Figure 1. Clock network drawn from the DEF (run 1).
(6 px per um)
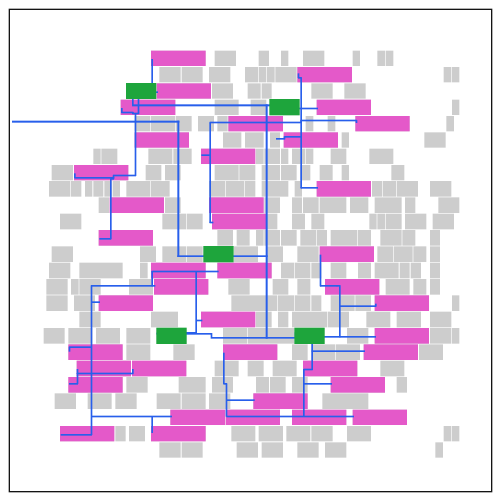
Figure 2. Metal 3 (run 1).
(6 px per um)
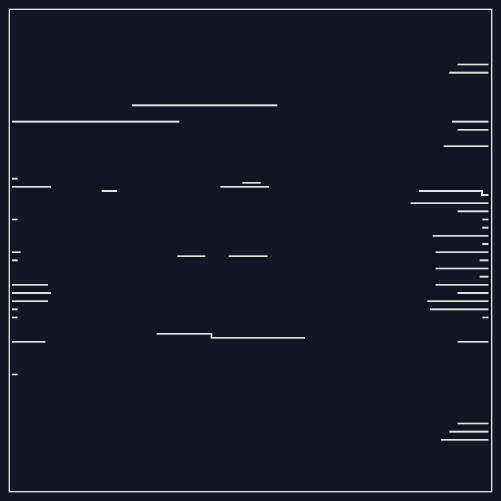
Figure 3. Signal wires by layer (run 1).
(3 px per um)
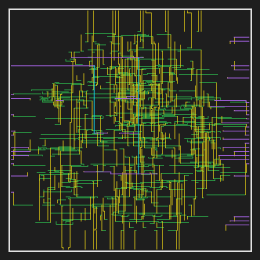
Figure 4. The clock network (run 1).
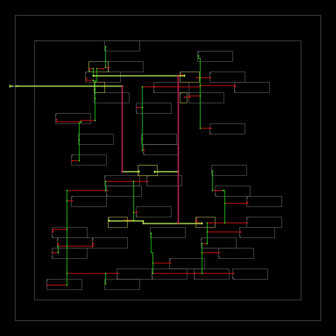
### src/rtl/interrupt_controller_pkg.sv
// Shared constants, state encoding and helpers for the interrupt controller.
package interrupt_controller_pkg;

    localparam int unsigned NUM_SRC    = 5;
    localparam int unsigned ADDR_W     = 16;
    localparam int unsigned DATA_W     = 8;
    localparam int unsigned IDX_W      = 3;
    localparam int unsigned VEC_STRIDE = 8;

    localparam logic [ADDR_W-1:0] IF_ADDR  = 16'hFF0F;
    localparam logic [ADDR_W-1:0] IE_ADDR  = 16'hFFFF;
    localparam logic [ADDR_W-1:0] VEC_BASE = 16'h0040;

    typedef enum logic {
        ST_IDLE    = 1'b0,
        ST_SERVING = 1'b1
    } ack_state_e;

    // Result of the priority search: whether anything is pending and which bit wins.
    typedef struct packed {
        logic             valid;
        logic [IDX_W-1:0] idx;
    } prio_t;

    // Lowest set bit wins; scan from the top so the lowest index is written last.
    function automatic prio_t lowest_set(input logic [NUM_SRC-1:0] v);
        prio_t r;
        r.valid = 1'b0;
        r.idx   = '0;
        for (int i = NUM_SRC - 1; i >= 0; i--) begin
            if (v[i]) begin
                r.valid = 1'b1;
                r.idx   = IDX_W'(i);
            end
        end
        return r;
    endfunction

    // Dispatch address for source idx.
    function automatic logic [ADDR_W-1:0] vector_for(input logic [IDX_W-1:0] idx);
        return ADDR_W'(VEC_BASE + (ADDR_W'(idx) * ADDR_W'(VEC_STRIDE)));
    endfunction

endpackage

### src/rtl/interrupt_controller_edge_detect.sv
// Per-bit rising-edge detector; history only advances on enabled cycles.
module edge_detect #(
    parameter int unsigned WIDTH = 1
) (
    input  logic             i_clk,
    input  logic             i_rst_n,
    input  logic             i_enable,
    input  logic [WIDTH-1:0] i_sig,
    output logic [WIDTH-1:0] o_rise_c
);

    logic [WIDTH-1:0] hist_q;
    logic [WIDTH-1:0] hist_d;

    // Next history value and gated edge output.
    always_comb begin
        hist_d   = hist_q;
        o_rise_c = '0;
        if (i_enable) begin
            hist_d   = i_sig;
            o_rise_c = i_sig & ~hist_q;
        end
    end

    // History register; cleared so lines high at reset release register one edge.
    always_ff @(posedge i_clk or negedge i_rst_n) begin
        if (!i_rst_n) begin
            hist_q <= '0;
        end else begin
            hist_q <= hist_d;
        end
    end

endmodule

### src/rtl/interrupt_controller.sv
// Five-source interrupt controller with memory-mapped IF/IE and vectored dispatch.
module interrupt_controller
    import interrupt_controller_pkg::*;
(
    input  logic               i_Clk,
    input  logic               i_Rst_n,
    input  logic               i_Enable,
    input  logic [ADDR_W-1:0]  i_Address,
    input  logic               i_Address_Out,
    input  logic [DATA_W-1:0]  i_Bus,
    input  logic               i_Bus_Out,
    input  logic               i_Bus_In,
    input  logic               i_Handle_Interrupt,
    input  logic [NUM_SRC-1:0] i_Requests,
    output logic [DATA_W-1:0]  o_Bus,
    output logic [NUM_SRC-1:0] o_Interrupts,
    output logic [ADDR_W-1:0]  o_Vector,
    output logic               o_Vector_Valid
);

    logic [ADDR_W-1:0]  addr_q, addr_d;
    logic [NUM_SRC-1:0] if_q, if_d;
    logic [DATA_W-1:0]  ie_q, ie_d;
    ack_state_e         state_q, state_d;
    logic [ADDR_W-1:0]  vector_q, vector_d;
    logic               valid_q, valid_d;

    logic               sel_if_c;
    logic               sel_ie_c;
    logic [NUM_SRC-1:0] pending_c;
    logic [NUM_SRC-1:0] rise_c;
    logic [NUM_SRC-1:0] if_base_c;
    logic [NUM_SRC-1:0] ack_clr_c;
    prio_t              prio_c;

    edge_detect #(
        .WIDTH (NUM_SRC)
    ) u_edge_detect (
        .i_clk    (i_Clk),
        .i_rst_n  (i_Rst_n),
        .i_enable (i_Enable),
        .i_sig    (i_Requests),
        .o_rise_c (rise_c)
    );

    assign sel_if_c  = (addr_q == IF_ADDR);
    assign sel_ie_c  = (addr_q == IE_ADDR);
    assign pending_c = if_q & ie_q[NUM_SRC-1:0];
    assign prio_c    = lowest_set(pending_c);

    assign o_Interrupts   = pending_c;
    assign o_Vector       = vector_q;
    assign o_Vector_Valid = valid_q;

    // Read mux; zero when unselected so the CPU can OR it onto its bus.
    always_comb begin
        o_Bus = '0;
        if (i_Bus_In) begin
            if (sel_if_c) begin
                o_Bus = {3'b111, if_q};
            end else if (sel_ie_c) begin
                o_Bus = ie_q;
            end
        end
    end

    // Next-state: address latch, register writes, acknowledge FSM and IF update.
    always_comb begin
        addr_d    = addr_q;
        ie_d      = ie_q;
        state_d   = state_q;
        vector_d  = vector_q;
        valid_d   = valid_q;
        if_base_c = if_q;
        ack_clr_c = '0;

        if (i_Enable) begin
            if (i_Address_Out) begin
                addr_d = i_Address;
            end
            if (i_Bus_Out) begin
                if (sel_if_c) begin
                    if_base_c = i_Bus[NUM_SRC-1:0];
                end
                if (sel_ie_c) begin
                    ie_d = i_Bus;
                end
            end

            case (state_q)
                ST_IDLE: begin
                    if (i_Handle_Interrupt) begin
                        state_d = ST_SERVING;
                        valid_d = 1'b1;
                        if (prio_c.valid) begin
                            vector_d  = vector_for(prio_c.idx);
                            ack_clr_c = {{(NUM_SRC-1){1'b0}}, 1'b1} << prio_c.idx;
                        end else begin
                            vector_d = '0;
                        end
                    end
                end
                ST_SERVING: begin
                    if (!i_Handle_Interrupt) begin
                        state_d = ST_IDLE;
                        valid_d = 1'b0;
                    end
                end
                default: begin
                    state_d = ST_IDLE;
                    valid_d = 1'b0;
                end
            endcase
        end

        // Write value, then acknowledge clear, then peripheral edges on top.
        if_d = (if_base_c & ~ack_clr_c) | rise_c;
    end

    // State registers.
    always_ff @(posedge i_Clk or negedge i_Rst_n) begin
        if (!i_Rst_n) begin
            addr_q   <= '0;
            if_q     <= '0;
            ie_q     <= '0;
            state_q  <= ST_IDLE;
            vector_q <= '0;
            valid_q  <= 1'b0;
        end else begin
            addr_q   <= addr_d;
            if_q     <= if_d;
            ie_q     <= ie_d;
            state_q  <= state_d;
            vector_q <= vector_d;
            valid_q  <= valid_d;
        end
    end

endmodule

### config.mk
export PLATFORM = sky130hd
export DESIGN_NAME = interrupt_controller
export DESIGN_NICKNAME = d
export VERILOG_FILES = /design/src/rtl/interrupt_controller_pkg.sv /design/src/rtl/interrupt_controller_edge_detect.sv /design/src/rtl/interrupt_controller.sv
export SDC_FILE = /design/constraint.sdc
export NUM_CORES = 1
export LEC_CHECK = 0
export CAP_MARGIN = 20
export CORE_MARGIN = 5
export CORE_UTILIZATION = 41
export CTS_CLUSTER_SIZE = 8
export DETAILED_ROUTE_END_ITERATION = 10
export PLACE_DENSITY = 0.84
export SLEW_MARGIN = 25
export SYNTH_ARGS = -nofsm -noshare
export SYNTH_HDL_FRONTEND = slang
export SYNTH_SLANG_ARGS = --single-unit
### constraint.sdc
create_clock -name i_Clk -period 2.13 [get_ports i_Clk]
set_clock_uncertainty 0.2 [all_clocks]
set_input_delay 0.426 -clock i_Clk [delete_from_list [all_inputs] [get_ports i_Clk]]
set_output_delay 0.426 -clock i_Clk [all_outputs]
set_load 0.005 [all_outputs]
==> flow_metrics.rpt, run 1 <==
RUN METRICS
----------------------------------------------------
[Setup path]
  Worst Setup Start Kind ........................ register
  Most frequent CP cell ........................ sky130_fd_sc_hd__buf_4
  Category of cells accounting for the largest share of critical-path delay ........................ simple AND/OR/NAND/NOR gates
  RR Endpoint ........................ ie_q[3]
  Highest cell delay on the worst timing path ........................ 0.55 ns
  Number of buffers and inverters on the critical path ........................ 4
  Reg2Reg Depth ........................ 5
  Worst setup path end ........................ o_Bus[1]

[STA]
  Min Clock Period, post-route ........................ 2.68 ns
  Worst path setup slack after routing ........................ -0.554 ns
  Final max-slew violation count ........................ 0
  Final setup vio count ........................ 8
  Unrepaired setup endpoints after global routing ........................ yes
  WHS ........................ 0.286 ns

[Placement]
  Final RePlAce weighted congestion ........................ 0.907
  Port bufs ........................ 53
  Area post-placement ........................ 2720 sq um
  DP HPWL ........................ 3490 um
  Post-place setup slack ........................ -0.596 ns
  Cell total after placement ........................ 305

[Global route]
  Met1 usage ........................ 18.9%
  Wire length of the first global-routing pass ........................ 7450 um
  Total congestion overflow ........................ 0
  Most congested layer reported by global routing ........................ met2
  Met2 routing resource usage after global routing ........................ 25.6%

[Layout]
  Sequential share of cell area ........................ 35.0%
  Ratio of cells with drive above 1 in the final layout ........................ 32.3%
  Biggest register ........................ addr_q
  Commonest non-fill, non-tap cell in the layout ........................ sky130_fd_sc_hd__clkdlybuf4s50_1
  Fraction of standard cell area in multi-input logic ........................ 33.3%
  Final core utilization ........................ 60.2%
  Most frequent cells in the layout ........................ 44 x sky130_fd_sc_hd__clkdlybuf4s50_1, 40 x sky130_fd_sc_hd__dfrtp_1, 25 x sky130_fd_sc_hd__mux2_2, 23 x sky130_fd_sc_hd__buf_4, 12 x sky130_fd_sc_hd__conb_1
  Non-clk bufs ........................ 81

[Power]
  Cell Pwr Density ........................ 556 nW/um^2
  Net switching power ........................ 0.000387 W
  Static Leakage ........................ 1.31 nW
  Fraction of power spent switching nets ........................ 24.4%
  Internal portion of total power ........................ 0.00120 W
  Top pwr grp ........................ sequential cells

[Routing]
  Count of TritonRoute iterations in the first routing pass ........................ 4
  DRC violation total after the first TritonRoute iteration ........................ 68
  DRC violations left ........................ 0
  Routed met2 length ........................ 2250 um
  Number of antenna-violating nets in the routed design ........................ 0
  Top Layer Used ........................ met4

[Clocking]
  Resized Gates After CTS ........................ 34
  Depth of the CTS H-tree ........................ 2
  CTS tree ........................ built
  CTS Buf Count ........................ 5

[Floorplan]
  FP Util ........................ 42.4%
  Tap cells ........................ 67
  I/O pin cnt ........................ 66
  Die width ........................ 80.1 um
  Die area ........................ 6420 sq um

[Synth]
  Dominant cell by count in the synthesized netlist ........................ sky130_fd_sc_hd__dfrtp_1
  Dominant comb cell ........................ simple AND/OR/NAND/NOR gates
  XOR/XNOR Fraction of Synth Area ........................ 0%
  Number of warnings issued by yosys ........................ 0
  Summed instance area of the synthesized netlist ........................ 2020 sq um
  Top cell type by total area after synthesis ........................ sky130_fd_sc_hd__dfrtp_1
  Adders+Majority by Area ........................ 0%
  Total of flip-flops plus latches after synthesis ........................ 40
  Cell count in the Yosys report ........................ 170
  Post-synth top cells ........................ 40 x sky130_fd_sc_hd__dfrtp_1, 25 x sky130_fd_sc_hd__mux2_2, 12 x sky130_fd_sc_hd__buf_4
  Post-synthesis cell count ........................ 170
  Syn Area/Cell ........................ 11.9 sq um
  Post-synthesis share of cell area spent on and-or and or-and gates ........................ 9.31%

[Run]
  MaxCap Viol Count ........................ 0
  Number of logged tool warnings ........................ 29

[Outcome]
  Violated checks ........................ negative setup slack
  Status ........................ finished, violations left

----------------------------------------------------
Notes on Figure 1 above:
green -> clock drivers  # count 5
magenta -> flip-flops  # count 40
blue -> clock wires  # length 479 um
routed clock nets = 6
clock insertion delay at the later pin of the skew report: 0.29 ns
clock share of power: 29.7%
Clock group: 0.000472 W

Notes on Figure 2 above:
main direction = horizontal
wire length on this layer = 280 um
longest straight run = 27.6 um
nets with wire on the layer = 42
GRT met3 Usage: 4.26%
Final Routed Wirelength: 4530 um

Notes on Figure 3 above:
green -> metal 1  # wire length 1940 um
yellow -> metal 2  # wire length 2250 um
cyan -> metal 4  # wire length 61.2 um
purple -> metal 3  # wire length 280 um
routed length per placed instance: 14.1 um
GR Util All Layers: 15.2%
via count: 1552

Notes on Figure 4 above:
clock tree sinks: 40
tally of clock buffers in the finished layout: 5
sequential cells: 40

==> run 2: changes to the inputs <==
CAP_MARGIN = 30   (was 20)
CORE_UTILIZATION = 45   (was 41)
CTS_CLUSTER_SIZE = 28   (was 8)
PLACE_DENSITY = 0.88   (was 0.84)
clock period = 2.84 ns   (was 2.13 ns; I/O delays follow)
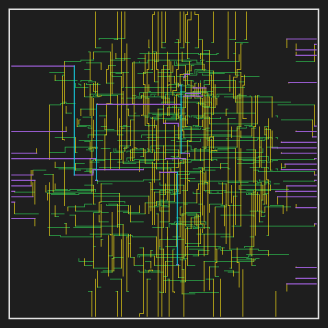
Figure 5: run 2, signal wires by layer.
(4 px per um)
purple -> metal 3  # wire length 281 um
green -> metal 1  # wire length 1780 um
yellow -> metal 2  # wire length 2220 um
cyan -> metal 4  # wire length 86.4 um
GR Util All Layers: 16.1%
routed length per placed instance: 15.0 um
Final Routed Wirelength: 4370 um
via count: 1524

==> run 2 against run 1 <==
  * The run now ends clean
  * Non-clock buffer count shrank 15
  * Clock power shrank 4%
  * Synthesized cell count is the same
  * Setup slack gained 0.63 ns
  * Cell area shrank 3.5%
  * Clock-buffer cell count grew 1
==> flow_metrics.rpt, run 2 <==
RUN METRICS
----------------------------------------------------
[Outcome]
  Status ........................ finished clean

[Floorplan]
  Die area ........................ 5920 sq um (-7.8%)
  I/O pin cnt ........................ 66 (unchanged)
  Die width ........................ 77.0 um (-4.0%)
  FP Util ........................ 46.3% (+3.9 points)
  Tap cells ........................ 52 (-22%)

[Layout]
  Layout area overhead ........................ 36.8%
  Sequential share of cell area ........................ 36.3% (+1.3 points)
  Most frequent cells in the layout ........................ 44 x sky130_fd_sc_hd__clkdlybuf4s50_1, 40 x sky130_fd_sc_hd__dfrtp_1, 25 x sky130_fd_sc_hd__mux2_2, 12 x sky130_fd_sc_hd__conb_1, 11 x sky130_fd_sc_hd__nand2_1
  Commonest non-fill, non-tap cell in the layout ........................ sky130_fd_sc_hd__clkdlybuf4s50_1
  Ratio of cells with drive above 1 in the final layout ........................ 28.7% (-3.5 points)
  Non-clk bufs ........................ 66 (-19%)
  Tally of clock buffers in the finished layout ........................ 6 (+1)
  Final core utilization ........................ 63.4% (+3.2 points)
  Biggest register ........................ addr_q
  Fraction of standard cell area in multi-input logic ........................ 34.7% (+1.3 points)

[Placement]
  DP HPWL ........................ 3250 um (-6.8%)
  Post-place setup slack ........................ -0.0333 ns (+0.562 ns)
  Final RePlAce weighted congestion ........................ 0.902 (-0.57%)
  Cell total after placement ........................ 276 (-9.5%)
  Port bufs ........................ 53 (unchanged)
  Area post-placement ........................ 2580 sq um (-5.0%)

[Power]
  Net switching power ........................ 0.000294 W (-24%)
  Fraction of power spent switching nets ........................ 23.0% (-1.4 points)
  Clock group ........................ 0.000454 W (-4%)
  Static Leakage ........................ 1.25 nW (-4.2%)
  Clock share of power ........................ 35.5% (+5.8 points)
  Cell Pwr Density ........................ 464 nW/um^2 (-17%)
  Internal portion of total power ........................ 0.000987 W (-18%)

[STA]
  Final max-slew violation count ........................ 0 (unchanged)
  Unrepaired setup endpoints after global routing ........................ yes
  Worst path setup slack after routing ........................ 0.0774 ns (+0.631 ns)
  Final setup vio count ........................ 0 (-8)
  Min Clock Period, post-route ........................ 2.76 ns
  WHS ........................ 0.0487 ns (-0.237 ns)

[Global route]
  Total congestion overflow ........................ 0 (unchanged)
  Met2 routing resource usage after global routing ........................ 26.8% (+1.2 points)
  Wire length of the first global-routing pass ........................ 7670 um (+3.0%)
  Met1 usage ........................ 19.1% (+0.23 points)
  Most congested layer reported by global routing ........................ met2

[Routing]
  Number of antenna-violating nets in the routed design ........................ 0 (unchanged)
  DRC violations left ........................ 0 (unchanged)
  Top Layer Used ........................ met4
  DRC violation total after the first TritonRoute iteration ........................ 81 (+19%)
  Count of TritonRoute iterations in the first routing pass ........................ 4 (unchanged)

[Synth]
  Adders+Majority by Area ........................ 0% (unchanged)
  Number of warnings issued by yosys ........................ 0 (unchanged)
  Top cell type by total area after synthesis ........................ sky130_fd_sc_hd__dfrtp_1
  Syn Area/Cell ........................ 11.9 sq um (unchanged)
  Dominant comb cell ........................ simple AND/OR/NAND/NOR gates
  Post-synthesis cell count ........................ 170 (unchanged)
  Total of flip-flops plus latches after synthesis ........................ 40 (unchanged)
  Summed instance area of the synthesized netlist ........................ 2020 sq um (unchanged)
  Cell count in the Yosys report ........................ 170 (unchanged)
  Yosys Chip Area ........................ 2020 sq um
  Post-synthesis share of cell area spent on and-or and or-and gates ........................ 9.31% (unchanged)
  XOR/XNOR Fraction of Synth Area ........................ 0% (unchanged)
  Dominant cell by count in the synthesized netlist ........................ sky130_fd_sc_hd__dfrtp_1
  Post-synth top cells ........................ 40 x sky130_fd_sc_hd__dfrtp_1, 25 x sky130_fd_sc_hd__mux2_2, 12 x sky130_fd_sc_hd__buf_4

[Setup path]
  Category of cells accounting for the largest share of critical-path delay ........................ simple AND/OR/NAND/NOR gates
  Worst Setup Start Kind ........................ register
  Worst setup path end ........................ o_Bus[0]
  Reg2Reg Depth ........................ 5 (unchanged)
  Highest cell delay on the worst timing path ........................ 0.56 ns (about the same)
  RR Endpoint ........................ if_q[0]
  Number of gates on the worst path with buffers counted ........................ 7

[Worst hold path]
  Path type of the worst min-delay path ........................ in2async

[Clocking]
  CTS Buf Count ........................ 5 (unchanged)
  Resized Gates After CTS ........................ 34 (unchanged)
  Depth of the CTS H-tree ........................ 2 (unchanged)
  Clock insertion delay at the later pin of the skew report ........................ 0.29 ns (about the same)
  Clock tree sinks ........................ 40 (unchanged)

[Run]
  MaxCap Viol Count ........................ 0 (unchanged)
  Number of logged tool warnings ........................ 28 (-3.4%)

----------------------------------------------------
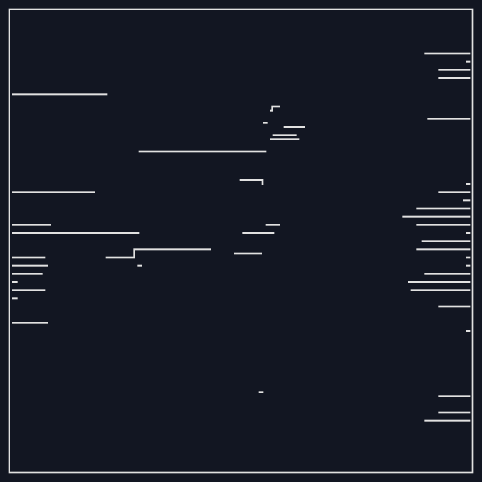
Figure 6: run 2, metal 3.
(6 px per um)
main direction = horizontal
nets with wire on the layer = 43
wire length on this layer = 281 um
share of all routed wire = 6.4%
GRT met3 Usage: 5.04%

==> run 3: changes to the inputs <==
MAX_ROUTING_LAYER = met4   (was unset)
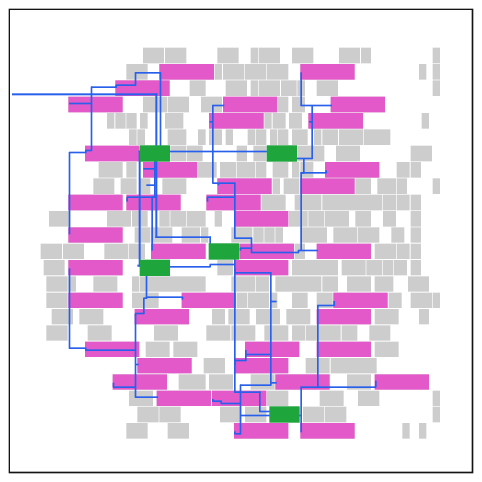
Figure 7: run 3, clock network drawn from the DEF.
(6 px per um)
magenta -> flip-flops  # count 40
blue -> clock wires  # length 499 um
green -> clock drivers  # count 5
routed clock nets = 6
Clock group: 0.000453 W
clock share of power: 35.4%

==> run 3 against run 2 <==
  * Via count is 0.20% lower
  * Sequential share of layout area stayed put
  * Area after synthesis stayed put
  * Critical endpoint unchanged
  * Highest routed layer unchanged
==> flow_metrics.rpt, run 3 <==
RUN METRICS
----------------------------------------------------
[Synth]
  Total of flip-flops plus latches after synthesis ........................ 40 (unchanged)
  Syn Area/Cell ........................ 11.9 sq um (unchanged)
  Top cell type by total area after synthesis ........................ sky130_fd_sc_hd__dfrtp_1
  Dominant cell by count in the synthesized netlist ........................ sky130_fd_sc_hd__dfrtp_1
  XOR/XNOR Fraction of Synth Area ........................ 0% (unchanged)
  Async SR Flop Fraction ........................ 100%
  Dominant comb cell ........................ simple AND/OR/NAND/NOR gates
  Cell count in the Yosys report ........................ 170 (unchanged)
  Post-synthesis cell count ........................ 170 (unchanged)
  Simple-Gate Fraction of Synth Area ........................ 18.6%
  Post-synth top cells ........................ 40 x sky130_fd_sc_hd__dfrtp_1, 25 x sky130_fd_sc_hd__mux2_2, 12 x sky130_fd_sc_hd__buf_4
  Post-synthesis share of cell area spent on and-or and or-and gates ........................ 9.31% (unchanged)
  Number of warnings issued by yosys ........................ 0 (unchanged)
  Yosys Chip Area ........................ 2020 sq um (unchanged)
  Adders+Majority by Area ........................ 0% (unchanged)
  Summed instance area of the synthesized netlist ........................ 2020 sq um (unchanged)

[Layout]
  Final core utilization ........................ 63.4% (unchanged)
  Fraction of standard cell area in multi-input logic ........................ 34.7% (unchanged)
  Layout area overhead ........................ 36.8% (unchanged)
  Commonest non-fill, non-tap cell in the layout ........................ sky130_fd_sc_hd__clkdlybuf4s50_1
  Most frequent cells in the layout ........................ 44 x sky130_fd_sc_hd__clkdlybuf4s50_1, 40 x sky130_fd_sc_hd__dfrtp_1, 25 x sky130_fd_sc_hd__mux2_2, 12 x sky130_fd_sc_hd__conb_1, 11 x sky130_fd_sc_hd__nand2_1
  Non-clk bufs ........................ 66 (unchanged)
  Ratio of cells with drive above 1 in the final layout ........................ 28.7% (unchanged)
  Sequential share of cell area ........................ 36.3% (unchanged)
  Biggest register ........................ addr_q
  Ant diodes ........................ 0
  Tally of clock buffers in the finished layout ........................ 6 (unchanged)

[STA]
  Final setup vio count ........................ 0 (unchanged)
  Min Clock Period, post-route ........................ 2.76 ns (+0.00159 ns)
  Final max-slew violation count ........................ 0 (unchanged)
  WHS ........................ 0.0499 ns (+0.00122 ns)
  Worst path setup slack after routing ........................ 0.0758 ns (-0.00159 ns)
  Unrepaired setup endpoints after global routing ........................ yes

[Clocking]
  Clock insertion delay at the later pin of the skew report ........................ 0.29 ns (about the same)
  Resized Gates After CTS ........................ 34 (unchanged)
  Clock-pin slew reported for the worst setup and hold paths after clock tree synthesis ........................ 0.08 ns
  Depth of the CTS H-tree ........................ 2 (unchanged)
  CTS Buf Count ........................ 5 (unchanged)
  Clock tree sinks ........................ 40 (unchanged)

[Routing]
  Top Layer Used ........................ met4
  Routed met2 length ........................ 2240 um
  DRC violations left ........................ 0 (unchanged)
  Count of TritonRoute iterations in the first routing pass ........................ 4 (unchanged)
  Number of antenna-violating nets in the routed design ........................ 0 (unchanged)
  Routed length per placed instance ........................ 14.9 um (-0.50%)
  DRC violation total after the first TritonRoute iteration ........................ 81 (unchanged)

[Worst hold path]
  Path type of the worst min-delay path ........................ in2async

[Placement]
  Cell total after placement ........................ 276 (unchanged)
  Port bufs ........................ 53 (unchanged)
  DP HPWL ........................ 3250 um (unchanged)
  Area post-placement ........................ 2580 sq um (unchanged)
  Post-place setup slack ........................ -0.0333 ns (unchanged)

[Floorplan]
  Tap cells ........................ 52 (unchanged)
  Placeable Area ........................ 4350 sq um
  Height of the die ........................ 77.0 um
  FP Util ........................ 46.3% (unchanged)
  Die width ........................ 77.0 um (unchanged)
  I/O pin cnt ........................ 66 (unchanged)

[Power]
  Static Leakage ........................ 1.25 nW (unchanged)
  Cell Pwr Density ........................ 464 nW/um^2 (about the same)
  Internal portion of total power ........................ 0.000987 W (about the same)
  Fraction of power spent switching nets ........................ 22.9% (-0.068 points)
  Net switching power ........................ 0.000293 W (-0.38%)

[Global route]
  GR Util All Layers ........................ 16.6% (+0.53 points)
  Most congested layer reported by global routing ........................ met2
  Met2 routing resource usage after global routing ........................ 26.7% (-0.085 points)
  Number of antenna violations at the first check in global routing ........................ 0
  Total congestion overflow ........................ 0 (unchanged)
  Wire length of the first global-routing pass ........................ 7680 um (+0.18%)
  Met1 usage ........................ 19.3% (+0.23 points)

[Setup path]
  Setup slack, reg-to-reg ........................ 0.77 ns
  Worst Setup Start Kind ........................ register
  Category of cells accounting for the largest share of critical-path delay ........................ simple AND/OR/NAND/NOR gates
  Worst setup path end ........................ o_Bus[0]
  Startpoint-to-endpoint class of the critical path ........................ reg2out
  Highest cell delay on the worst timing path ........................ 0.56 ns (about the same)
  Number of gates on the worst path with buffers counted ........................ 7 (unchanged)
  Reg2Reg Depth ........................ 5 (unchanged)
  RR Endpoint ........................ if_q[0]

[Outcome]
  Status ........................ finished clean

[Run]
  Number of logged tool warnings ........................ 28 (unchanged)
  MaxCap Viol Count ........................ 0 (unchanged)

----------------------------------------------------
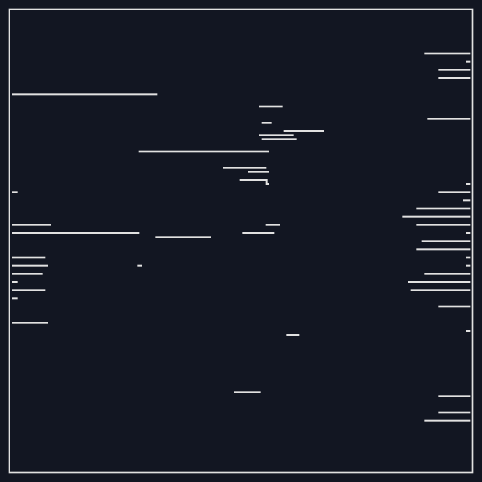
Figure 8: run 3, metal 3.
(6 px per um)
wire length on this layer = 289 um
nets with wire on the layer = 45
longest straight run = 23.9 um
main direction = horizontal
share of all routed wire = 6.6%
GRT met3 Usage: 5.50%
Final Routed Wirelength: 4340 um
via count: 1521


==> layout pictures side by side <==
Gate families picked out.
picture 1
(3 px per um)
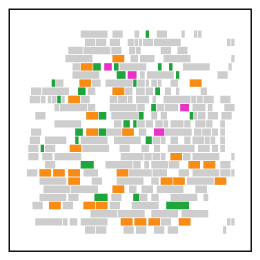
picture 2
(4 px per um)
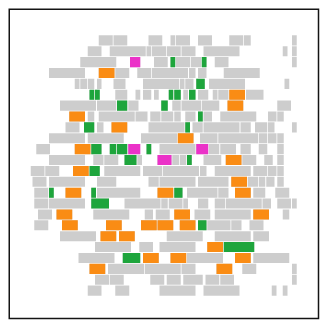
picture 1: run 1
picture 2: run 2

Key to picture 2:
orange -> multiplexers  # cells 29, most used mux2_2
green -> NAND gates  # cells 27, most used nand2_1
magenta -> AND-OR and OR-AND gates  # cells 4, where centre

Power figures rest on the tool's default switching activity, not on a simulated workload.
